`src/rtl/mcu51_timer0.sv`:
```
// mcu51_timer0 - 8051-style Timer/Counter 0 peripheral.
//
// Holds TMOD, TCON, TL0 and TH0 on the core's SFR bus and counts either
// machine cycles (timer mode) or falling edges on t0_pin (counter mode).
// An overflow sets TF0, which is exported as the interrupt request tf0.
//
// Ports:
//   CLK        system clock
//   reset      asynchronous active-high reset
//   mc_tick    one-CLK pulse per machine cycle
//   sfr_addr   SFR address from the core
//   sfr_wdata  SFR write data
//   sfr_we     SFR write strobe (one CLK)
//   sfr_rdata  combinational read data, 8'h00 when the address misses
//   sfr_hit    address matches one of the four timer SFRs
//   t0_pin     external count input (asynchronous)
//   int0_n     external INT0 pin (asynchronous), used only for gating
//   int_ack    one-CLK acknowledge when the Timer 0 vector is taken
//   tf0        overflow flag / interrupt request (TCON bit 5)

module mcu51_timer0 #(
    parameter logic [7:0] TMOD_ADDR = 8'h89,
    parameter logic [7:0] TCON_ADDR = 8'h88,
    parameter logic [7:0] TL0_ADDR  = 8'h8A,
    parameter logic [7:0] TH0_ADDR  = 8'h8C
) (
    input  logic       CLK,
    input  logic       reset,
    input  logic       mc_tick,
    input  logic [7:0] sfr_addr,
    input  logic [7:0] sfr_wdata,
    input  logic       sfr_we,
    output logic [7:0] sfr_rdata,
    output logic       sfr_hit,
    input  logic       t0_pin,
    input  logic       int0_n,
    input  logic       int_ack,
    output logic       tf0
);

    logic [7:0] tmod, tcon, tl0, th0;
    logic [7:0] next_tl0, next_th0, tcon_d;
    logic       t0_meta, t0_sync, t0_prev;
    logic       int0_meta, int0_sync;
    logic       wr_tmod, wr_tcon, wr_tl0, wr_th0;
    logic       run, inc, cnt_en, ovf, ovf_evt;

    assign wr_tmod = sfr_we && (sfr_addr == TMOD_ADDR);
    assign wr_tcon = sfr_we && (sfr_addr == TCON_ADDR);
    assign wr_tl0  = sfr_we && (sfr_addr == TL0_ADDR);
    assign wr_th0  = sfr_we && (sfr_addr == TH0_ADDR);

    // Two-flop synchronizers for the asynchronous pins; they idle high.
    always_ff @(posedge CLK or posedge reset) begin
        if (reset) begin
            t0_meta   <= 1'b1;
            t0_sync   <= 1'b1;
            int0_meta <= 1'b1;
            int0_sync <= 1'b1;
        end else begin
            t0_meta   <= t0_pin;
            t0_sync   <= t0_meta;
            int0_meta <= int0_n;
            int0_sync <= int0_meta;
        end
    end

    // Pin sample taken once per machine cycle, so a counter-mode edge is
    // recognised as "high last machine cycle, low this one".
    always_ff @(posedge CLK or posedge reset) begin
        if (reset) begin
            t0_prev <= 1'b1;
        end else if (mc_tick) begin
            t0_prev <= t0_sync;
        end
    end

    assign run = tcon[4] && (!tmod[3] || int0_sync);
    assign inc = mc_tick && run && (tmod[2] ? (t0_prev && !t0_sync) : 1'b1);

    // A software write to either count byte swallows this cycle's increment
    // entirely, including any overflow it would have produced.
    assign cnt_en  = inc && !wr_tl0 && !wr_th0;
    assign ovf_evt = cnt_en && ovf;

    // Incremented count value and overflow condition for the current mode.
    always_comb begin
        next_tl0 = tl0;
        next_th0 = th0;
        ovf      = 1'b0;
        case (tmod[1:0])
            2'd0: begin
                // TL0[7:5] are held; TL0[4:0] acts as a prescaler below TH0.
                {next_th0, next_tl0[4:0]} = {th0, tl0[4:0]} + 13'd1;
                ovf = (th0 == 8'hFF) && (tl0[4:0] == 5'h1F);
            end
            2'd1: begin
                {next_th0, next_tl0} = {th0, tl0} + 16'd1;
                ovf = ({th0, tl0} == 16'hFFFF);
            end
            2'd2: begin
                if (tl0 == 8'hFF) begin
                    next_tl0 = th0;
                    ovf      = 1'b1;
                end else begin
                    next_tl0 = tl0 + 8'd1;
                end
            end
            default: begin
                next_tl0 = tl0 + 8'd1;
                ovf      = (tl0 == 8'hFF);
            end
        endcase
    end

    // TCON update: a write replaces the byte, int_ack clears TF0 when no
    // write is present, and a hardware overflow always sets TF0 last.
    always_comb begin
        tcon_d = tcon;
        if (wr_tcon) begin
            tcon_d = sfr_wdata;
        end else if (int_ack) begin
            tcon_d[5] = 1'b0;
        end
        if (ovf_evt) begin
            tcon_d[5] = 1'b1;
        end
    end

    always_ff @(posedge CLK or posedge reset) begin
        if (reset) begin
            tmod <= 8'h00;
            tcon <= 8'h00;
            tl0  <= 8'h00;
            th0  <= 8'h00;
        end else begin
            tcon <= tcon_d;
            if (wr_tmod) begin
                tmod <= sfr_wdata;
            end
            if (wr_tl0) begin
                tl0 <= sfr_wdata;
            end else if (cnt_en) begin
                tl0 <= next_tl0;
            end
            if (wr_th0) begin
                th0 <= sfr_wdata;
            end else if (cnt_en) begin
                th0 <= next_th0;
            end
        end
    end

    assign tf0 = tcon[5];

    always_comb begin
        sfr_rdata = 8'h00;
        sfr_hit   = 1'b1;
        if (sfr_addr == TMOD_ADDR) begin
            sfr_rdata = tmod;
        end else if (sfr_addr == TCON_ADDR) begin
            sfr_rdata = tcon;
        end else if (sfr_addr == TL0_ADDR) begin
            sfr_rdata = tl0;
        end else if (sfr_addr == TH0_ADDR) begin
            sfr_rdata = th0;
        end else begin
            sfr_hit = 1'b0;
        end
    end

endmodule

```
`config.mk`:
```
export PLATFORM = sky130hd
export DESIGN_NAME = mcu51_timer0
export DESIGN_NICKNAME = d
export VERILOG_FILES = /design/src/rtl/mcu51_timer0.sv
export SDC_FILE = /design/constraint.sdc
export NUM_CORES = 1
export LEC_CHECK = 0
export ABC_AREA = 1
export CAP_MARGIN = 25
export CORE_MARGIN = 5
export CORE_UTILIZATION = 45
export CTS_CLUSTER_DIAMETER = 40
export DETAILED_ROUTE_END_ITERATION = 6
export GPL_ROUTABILITY_DRIVEN = 0
export PLACE_DENSITY = 0.67
export SYNTH_ARGS = -nofsm -noshare
export SYNTH_HDL_FRONTEND = slang
export SYNTH_SLANG_ARGS = --single-unit
```
`constraint.sdc`:
```
create_clock -name CLK -period 5.1 [get_ports CLK]
set_clock_uncertainty 0.15 [all_clocks]
set_input_delay 1.02 -clock CLK [delete_from_list [all_inputs] [get_ports CLK]]
set_output_delay 1.02 -clock CLK [all_outputs]
set_load 0.01 [all_outputs]
```
**Metal 1**

Scale: 4 px per um.
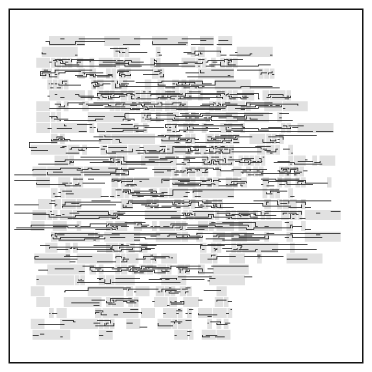
- main direction: horizontal
- wire length on this layer: 3390 um

**M2 wires**

Scale: 6 px per um.
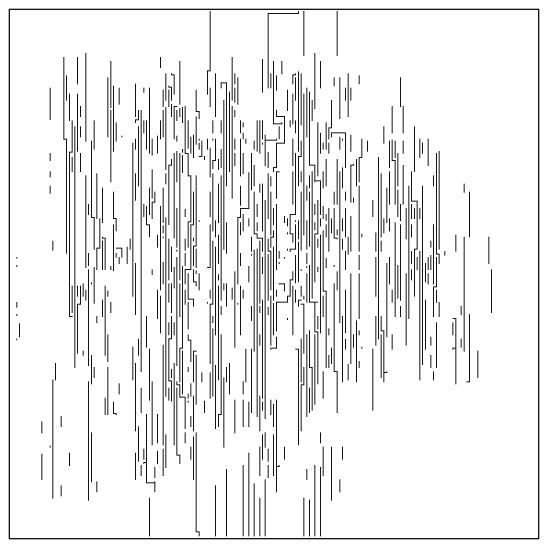
- nets with wire on the layer: 351
- share of all routed wire: 45%

==> ci_impl_report.md <==
## Implementation flow summary

| Metric | Value |
|---|---|
| Outcome | finished, final reports clean |
| Final-report max-slew violation count | 0 |
| Layout fillers | 564 |
| Vias in the first global route | 2566 |
| Mapped Area | 0.002736 mm2 |
| Syn_area_per_cell | 7.034 um2 |
| Slew headroom | 0.6721 |
| # resized after CTS | 0 |
| RSZ-0062 raised after global routing | no |
| Pre-antenna DRT Iters | 6 |
| Number of top-level pins | 33 |
| Slowest cell on the critical path | clkdlybuf4s50_1 |
| Nets at Floorplan | 418 |
| Core ar. | 0.005921 mm2 |
| Post-Route WL | 7537 um |
| Largest net degree at the start of global routing | 38 |
| Htree depth | 2 |
| Nets | 453 |
| Port Buffer Count | 32 |
| Util after Layout | 0.5465 |
| Placed cell count | 492 |
| Hold Buf Count CTS | 0 |
| Cell area leaders | dfrtp_1, nand2_1, inv_1 |
| Area share, top type | 0.2926 |
| YS warnings | 0 |
| Arrival time at the worst endpoint | 3.08 ns |
| Final setup margin | 0.8503 ns |
| CP max FO | 11 |
| Max cap viols | 0 |
| Area Growth Syn to Fin | 18.24% |
| Grt total ovfl | 0 |
| Final instance area | roughly 0.0032 mm2 |
| Aggregate negative setup slack | 0 ns |
| Clock Pin Slew Worst Setup and Hold Paths | 0.08 ns |
| Pwr dens | between 200 and 250 mW/mm2 |
| Fmax | roughly 240 MHz |
| Fraction of layout instances using a drive strength above 1 | 0.1412 |
| DP Worst Slack | roughly 0.89 ns |
| Routed Antenna Nets | 0 |
| Slowest stage delay, CP | 0.59 ns |
| Distinct lib cells used | 33 |
| Setup Fix Bufs, Post-CTS | 0 |
| Worst setup SP type | input pin |
| Top cells excl fill/tap | nand2_1, inv_1, nand3_1 |
| Pleak | 1.603 nW |
| Antenna violations before repair | 0 |
| Tmin final | 4.250 ns |
| Clk buf depth | 2 |
| Chip Width | 87.98 um |
| Fin cells | 500 |
| Ant. Diodes | 0 |
| VDD IR-drop max | 0.0001458 V |
| Endpoints failing hold | 0 |
| DRC viols | 0 |
| Synthesis area per yosys | 0.002736 mm2 |
| Top cell excl fill/tap | nand2_1 |
| Crit Path Class | input pin to output pin |
| Power, Total | about 0.72 mW |
| Pre-Place Util | 0.4622 |
| Worst Path Required | 3.93 ns |
| Hold slack | 0.2079 ns |
| Via density | 5.286 |
| Clock root buffer master | clkbuf_8 |
| Final setup violation count | 0 |
| Clk ins delay skew pair | 0.30 ns |
| Top cell type by total area after synthesis | dfrtp_1 |
| Yosys Instances | 389 |
| Worst Max-Slew Pin Slew | 0.4918 ns |
| Starting DRT DRC Count | 325 |
| Global-route usage over all layers | 0.2120 |
| TritonCTS clock tree | yes |
| Fin crit share | 0.8333 |
| Hpwl dp | 5858 um |
| OpenROAD warning count | 29 |
| Cell count after synthesis | 389 |
| DP Area | 0.003120 mm2 |
| Die height | about 90 um |
| First-pass GRT wire length | 12550 um |
| Worst min-delay path category | register to register |
-- flip-flops by register name, summed over array words and instances (netlist names) --
signal / flops
tmod: 8
tcon: 8
t0_meta: 1
t0_prev: 1
int0_sync: 1
tl0: 8
t0_sync: 1
th0: 8
int0_meta: 1
-- layer usage --
layer	part of all wire	GRT usage	wire (um)	up-vias
met5	0	0	0	-
met4	0.023	0.06416	173	0
met3	0.077	0.05080	582	18
met2	0.45	0.3322	3387	112
met1	0.45	0.2898	3394	1200
li1	-	-	-	1313
-- cells by family after synthesis --
family / after synthesis / synth area share
AOI/OAI and AO/OA: 57 / 0.1289
xor gates and xnor gates: 3 / 0.009604
buffers and inverters: 67 / 0.1001
DFF: 37 / 0.3407
adders and majority gates: 6 / 0.02743
and+or+nand+nor: 219 / 0.3932
-- worst paths after layout --
check	start	to	slack [ns]	cells past startpoint
max in group asynchronous	reset	t0_prev	3.46	3
worst min-delay path	t0_meta	t0_sync	0.21	0
worst max-delay path	sfr_addr[7]	sfr_rdata[1]	0.85	9
worst min register to register	t0_meta	t0_sync	0.21	0
min in group asynchronous	reset	tl0[4]	0.98	3
worst max register to register	tmod[1]	tl0[2]	3.06	8
-- synthesized netlist by cell type (all sizes together) --
master,n
o2111ai,3
and2,1
o21ai,38
nor3,4
nand2,136
dfrtp,32
clkbuf,1
nand3,45
xor2,3
buf,5
nor2,29
ha,6
o22ai,3
inv,61
dfstp,5
nand4,4
a21oi,13
-- where the power goes --
group / switching [mW] / internal (mW)
registers: 0.0251 / 0.314
clock network: 0.121 / 0.147
logic: 0.0690 / 0.0463
-- layout make-up --
| cell class | instances | area (um2) | area share |
|---|---|---|---|
| Inverter | 61 | 229.0 | 0.07077 |
| Tap cell | 75 | 93.84 | 0.02900 |
| Clock inverter | 3 | 46.29 | 0.01431 |
| Sequential cell | 37 | 932.1 | 0.2881 |
| Timing Repair Buffer | 34 | 335.3 | 0.1036 |
| Clock buffer | 5 | 68.82 | 0.02127 |
| Multi-Input combinational cell | 285 | 1530 | 0.4729 |
-- critical path, delay by kind of cell --
kind            cells  cell delay (ns)
compound gates      3             0.45
buf+inv             3             1.25
simple gates        3             0.36
Power is estimated from default activity; no workload was simulated.
